===== config.mk =====
export PLATFORM = sky130hd
export DESIGN_NAME = main_fsm
export DESIGN_NICKNAME = d
export VERILOG_FILES = /design/src/rtl/main_fsm.sv
export SDC_FILE = /design/constraint.sdc
export NUM_CORES = 1
export LEC_CHECK = 0
export CORE_AREA = 2 2 39 41
export CTS_CLUSTER_SIZE = 16
export DETAILED_ROUTE_END_ITERATION = 7
export DIE_AREA = 0 0 41 43
export PLACE_DENSITY = 0.76
export SETUP_SLACK_MARGIN = 0.3
export SLEW_MARGIN = 10
export SYNTH_ARGS = -nofsm -noshare
export SYNTH_HDL_FRONTEND = slang
export SYNTH_SLANG_ARGS = --single-unit

===== constraint.sdc =====
create_clock -name clk -period 1.4 [get_ports clk]
set_input_delay 0.14 -clock clk [delete_from_list [all_inputs] [get_ports clk]]
set_output_delay 0.14 -clock clk [all_outputs]
set_load 0.02 [all_outputs]

===== src/rtl/main_fsm.sv =====
// Moore main controller for the multicycle ARM datapath: fetch/decode/execute/memory/writeback.
// Optional memory handshake stalls (MemReady) enabled by defining MAIN_FSM_MEM_WAIT_EN.
module main_fsm (
    input  logic       clk,
    input  logic       reset,
    input  logic [1:0] Op,
    input  logic [5:0] Funct,
`ifdef MAIN_FSM_MEM_WAIT_EN
    input  logic       MemReady,
`endif
    output logic       IRWrite,
    output logic       AdrSrc,
    output logic [1:0] ALUSrcA,
    output logic [1:0] ALUSrcB,
    output logic [1:0] ResultSrc,
    output logic       ALUOp,
    output logic       NextPC,
    output logic       RegW,
    output logic       MemW,
    output logic       Branch,
    output logic       Illegal,
    output logic [3:0] State
);

    typedef enum logic [3:0] {
        S_FETCH   = 4'd0,
        S_DECODE  = 4'd1,
        S_MEMADR  = 4'd2,
        S_MEMRD   = 4'd3,
        S_MEMWB   = 4'd4,
        S_MEMWR   = 4'd5,
        S_EXECR   = 4'd6,
        S_EXECI   = 4'd7,
        S_ALUWB   = 4'd8,
        S_BRANCH  = 4'd9,
        S_UNKNOWN = 4'd10
    } state_t;

    state_t r_state;
    logic   w_ready;

`ifdef MAIN_FSM_MEM_WAIT_EN
    assign w_ready = MemReady;
`else
    assign w_ready = 1'b1;
`endif

    always_ff @(posedge clk or negedge reset) begin
        if (!reset) begin
            r_state <= S_FETCH;
        end else begin
            case (r_state)
                S_FETCH:   if (w_ready) r_state <= S_DECODE;
                S_DECODE: begin
                    case (Op)
                        2'b00:   r_state <= Funct[5] ? S_EXECI : S_EXECR;
                        2'b01:   r_state <= S_MEMADR;
                        2'b10:   r_state <= S_BRANCH;
                        default: r_state <= S_UNKNOWN;
                    endcase
                end
                S_MEMADR:  r_state <= Funct[0] ? S_MEMRD : S_MEMWR;
                S_MEMRD:   if (w_ready) r_state <= S_MEMWB;
                S_MEMWR:   if (w_ready) r_state <= S_FETCH;
                S_EXECR,
                S_EXECI:   r_state <= S_ALUWB;
                default:   r_state <= S_FETCH;
            endcase
        end
    end

    // Outputs decode from State only; the FETCH strobes additionally wait on the handshake.
    always_comb begin
        IRWrite   = 1'b0;
        AdrSrc    = 1'b0;
        ALUSrcA   = 2'b00;
        ALUSrcB   = 2'b00;
        ResultSrc = 2'b00;
        ALUOp     = 1'b0;
        NextPC    = 1'b0;
        RegW      = 1'b0;
        MemW      = 1'b0;
        Branch    = 1'b0;
        Illegal   = 1'b0;
        case (r_state)
            S_FETCH: begin
                IRWrite   = w_ready;
                NextPC    = w_ready;
                ALUSrcA   = 2'b01;
                ALUSrcB   = 2'b10;
                ResultSrc = 2'b10;
            end
            S_DECODE: begin
                ALUSrcA   = 2'b01;
                ALUSrcB   = 2'b10;
                ResultSrc = 2'b10;
            end
            S_MEMADR:  ALUSrcB = 2'b01;
            S_MEMRD:   AdrSrc  = 1'b1;
            S_MEMWB: begin
                ResultSrc = 2'b01;
                RegW      = 1'b1;
            end
            S_MEMWR: begin
                AdrSrc = 1'b1;
                MemW   = 1'b1;
            end
            S_EXECR:   ALUOp = 1'b1;
            S_EXECI: begin
                ALUSrcB = 2'b01;
                ALUOp   = 1'b1;
            end
            S_ALUWB:   RegW = 1'b1;
            S_BRANCH: begin
                ALUSrcB   = 2'b01;
                ResultSrc = 2'b10;
                Branch    = 1'b1;
            end
            S_UNKNOWN: Illegal = 1'b1;
            default: ;
        endcase
    end

    assign State = r_state;

endmodule


**Run 1: close-up of the layout**

Window x 21 to 41, y 22 to 42 um. Cells in grey, sequential cells in the stronger grey; small squares are vias.
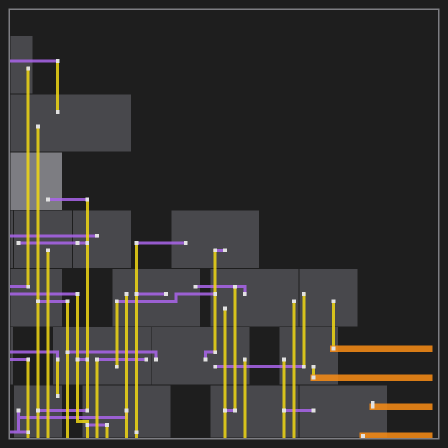
legend:
  purple:
    layer: met1
  yellow:
    layer: met2
  orange:
    layer: met3
cells with their middle in the window: 15
most frequent: buf_4 (5), buf_6 (3), nor3b_2 (2)
sequential cells in the window: 0

**Run 1: track usage over the die**

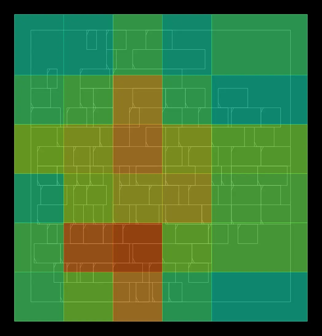
wire per inst: 12.18 um
met2 GRT Util: 29.06%
grt peak-use layer: met2
final core utilization: 61.48%
met1 Use GR: 15.96%

**Run 1: supply network**

Drawn at 8 px/um. Pins as bars on the die edge.
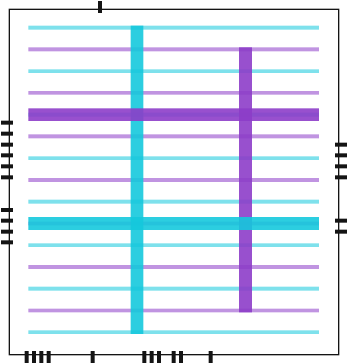
legend:
  cyan:
    net: VSS
  purple:
    net: VDD
signal pins: 28
met5 straps: 2
rows: 14
met1 rails: 15
met4 straps: 2

**Run 1: clock network drawn from the DEF**

Drawn at 12 px/um.
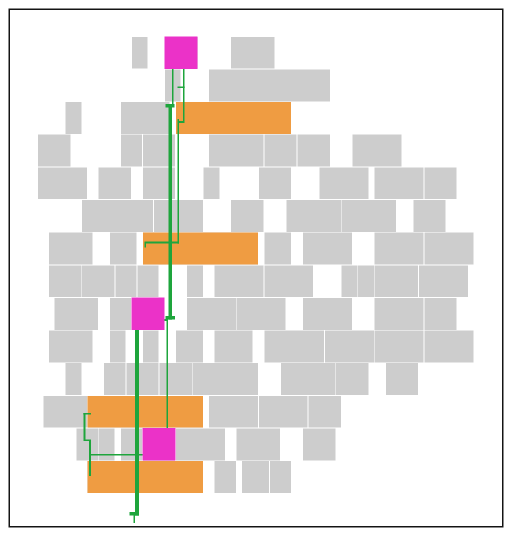
legend:
  magenta:
    item: cells driving clock nets
    count: 3
  orange:
    item: flip-flops
    count: 4
  green:
    item: clock wires
    length: 85.9 um
routed clock nets: 4

==> notes.md, run 1 <==
flow finished, numbers: Non-Clock Inverter Count=2, share of cells above drive strength 1=between 60 and 70%, diode count=0, FF-to-FF path depth=5, endpoints failing setup=10, Seq cells=4, full die area=around 0.0018 mm2, H-tree depth=1, Slew Limit Fails=0, Cells after Synth=46, Die W=~40 um, Fin Setup TNS=-1043 ps, status=complete, but fails checks, Top Metal Used=met4, CP top delay family=flip-flops, buffering overhead=approximately 47%, adder share=0%, Crit path top cell by count=buf_4, Seq cells post-synth=4, Taps Inserted=16, met3 Track Usage GR=1.047%, Hold Crit Class=input pin to asynchronous set/reset pin, CP startpoint kind=flip-flop, Final WS setup=-200.5 ps, failing checks=negative setup slack
==> inputs of run 2 (changes only) <==
--- a/config.mk
+++ b/config.mk
@@ -10,7 +10,6 @@
 export DETAILED_ROUTE_END_ITERATION = 7
 export DIE_AREA = 0 0 41 43
 export PLACE_DENSITY = 0.76
-export SETUP_SLACK_MARGIN = 0.3
 export SLEW_MARGIN = 10
 export SYNTH_ARGS = -nofsm -noshare
 export SYNTH_HDL_FRONTEND = slang
**Run 2: track usage over the die**

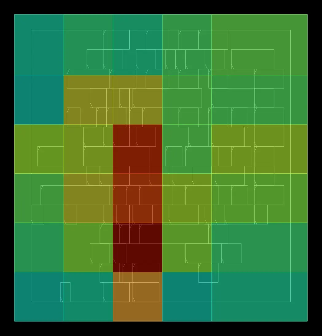
met1 Use GR: 16.56%
gr usage total: 15.51%
met2 GRT Util: 25.31%

==> run 2 against run 1 <==
- the run still ends with negative setup slack left
- critical path depth stayed put
- power is 9.4% lower
- area after synthesis stayed put
- utilization is 6.6 points lower
- largest power group unchanged
- wire length is 1.7% lower
- clock power is 4% higher
- first-iteration DRC count is 100% higher
- design area is 11% lower
- clock skew hardly changed
- clock-buffer cell count stayed put
- critical endpoint is now ALUSrcB[0]
- non-clock buffer count is 3 lower
==> notes.md, run 2 <==
flow finished, numbers: Taps Inserted=16, Seq cells=4, failing checks=negative setup slack, DP Area=671.9 um2, Starting Density=25.59%, diode count=0, endpoints failing setup=8, CP top delay family=simple AND/OR/NAND/NOR gates, full die area=0.001763 mm2, CP startpoint kind=flip-flop, H-tree depth=1, nonclk buf count=41, CP required=1260 ps, Final Instance Area=around 760 um2, Final WS setup=-168.6 ps, final core utilization=54.88%, Seq cells post-synth=4, buffering overhead=roughly 45%, Max Fclk=637.5 MHz, Die W=about 41 um, Fin Setup TNS=-863.9 ps, Hold Crit Class=input pin to asynchronous set/reset pin, met3 Track Usage GR=4.188%, PD cells=2667 mW/mm2, vias in the first global route=~440, Slew Limit Fails=0, FF-to-FF path depth=4, clock slew at reported path FFs=50 ps, syn nets=between 50 and 60, status=complete, but fails checks, wire per inst=12.34 um, P_sw=around 930 uW, Top Metal Used=met4, Worst R2R Setup Slack=roughly 150 ps, adder share=0%, Synthesis Warnings=0, sequential share of cell area=13.67%, share of cells above drive strength 1=63.53%
**Run 2: supply network**

Drawn at 8 px/um. Pins as bars on the die edge.
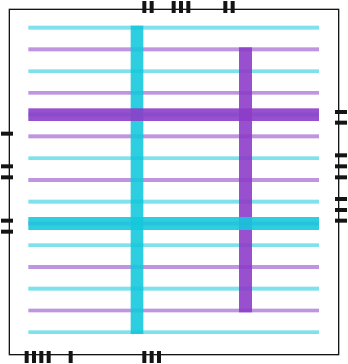
legend:
  purple:
    net: VDD
  cyan:
    net: VSS
met5 straps: 2
met1 rails: 15

==> inputs of run 3 (changes only) <==
--- a/config.mk
+++ b/config.mk
@@ -6,6 +6,7 @@
 export NUM_CORES = 1
 export LEC_CHECK = 0
 export CORE_AREA = 2 2 39 41
+export CTS_BUF_LIST = sky130_fd_sc_hd__clkbuf_4 sky130_fd_sc_hd__clkbuf_8
 export CTS_CLUSTER_SIZE = 16
 export DETAILED_ROUTE_END_ITERATION = 7
 export DIE_AREA = 0 0 41 43
**Run 3: clock network drawn from the DEF**

Drawn at 12 px/um.
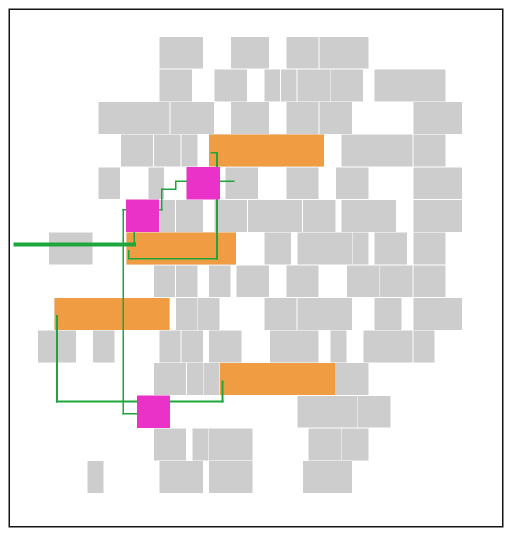
legend:
  green:
    item: clock wires
    length: 81.1 um
  orange:
    item: flip-flops
    count: 4
  magenta:
    item: cells driving clock nets
    count: 3
routed clock nets: 4
flops lie: middle

==> run 3 against run 2 <==
- sequential share of layout area is 0.16 points lower
- worst hold slack worse by 0.83 ps
- critical path type unchanged
- global-route usage is 0.60 points lower
- the flow still finishes with violations (negative setup slack)
- utilization grew 0.63 points
==> notes.md, run 3 <==
flow finished, numbers: Starting Density=25.59%, diode count=0, DP Area=671.9 um2, H-tree depth=1, Max Fclk=647.3 MHz, CP startpoint kind=flip-flop, endpoints failing setup=8, Non-Clock Inverter Count=2, Seq cells=4, nonclk buf count=42, Seq cells post-synth=4, Final WS setup=-145.0 ps, Worst R2R Setup Slack=roughly 130 ps, share of cells above drive strength 1=63.95%, met3 Track Usage GR=under 10%, final core utilization=55.52%, full die area=0.001763 mm2, Hold Crit Class=input pin to asynchronous set/reset pin, Synthesis Warnings=0, CP required=1260 ps, vias in the first global route=about 440, grt peak-use layer=met2, met1 Use GR=15.91%, clock slew at reported path FFs=40 ps, status=complete, but fails checks, sequential share of cell area=13.52%, Top Metal Used=met4, CP top delay family=simple AND/OR/NAND/NOR gates, Taps Inserted=16, P_sw=915.4 uW, FF-to-FF path depth=4, failing checks=negative setup slack
**Run 3: close-up of the layout**

Window x 21 to 41, y 22 to 42 um. Cells in grey, sequential cells in the stronger grey; small squares are vias.
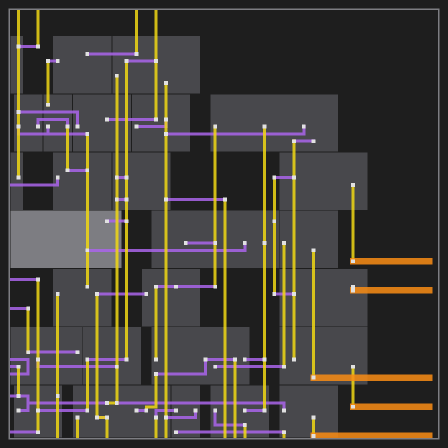
legend:
  purple:
    layer: met1
  orange:
    layer: met3
  yellow:
    layer: met2
netlist names of flops here include: `State` (1)
sequential cells in the window: 1
cells with their middle in the window: 25
most frequent: buf_4 (10), nor2_1 (3), buf_6 (3)

Power and IR drop assume default switching activity.
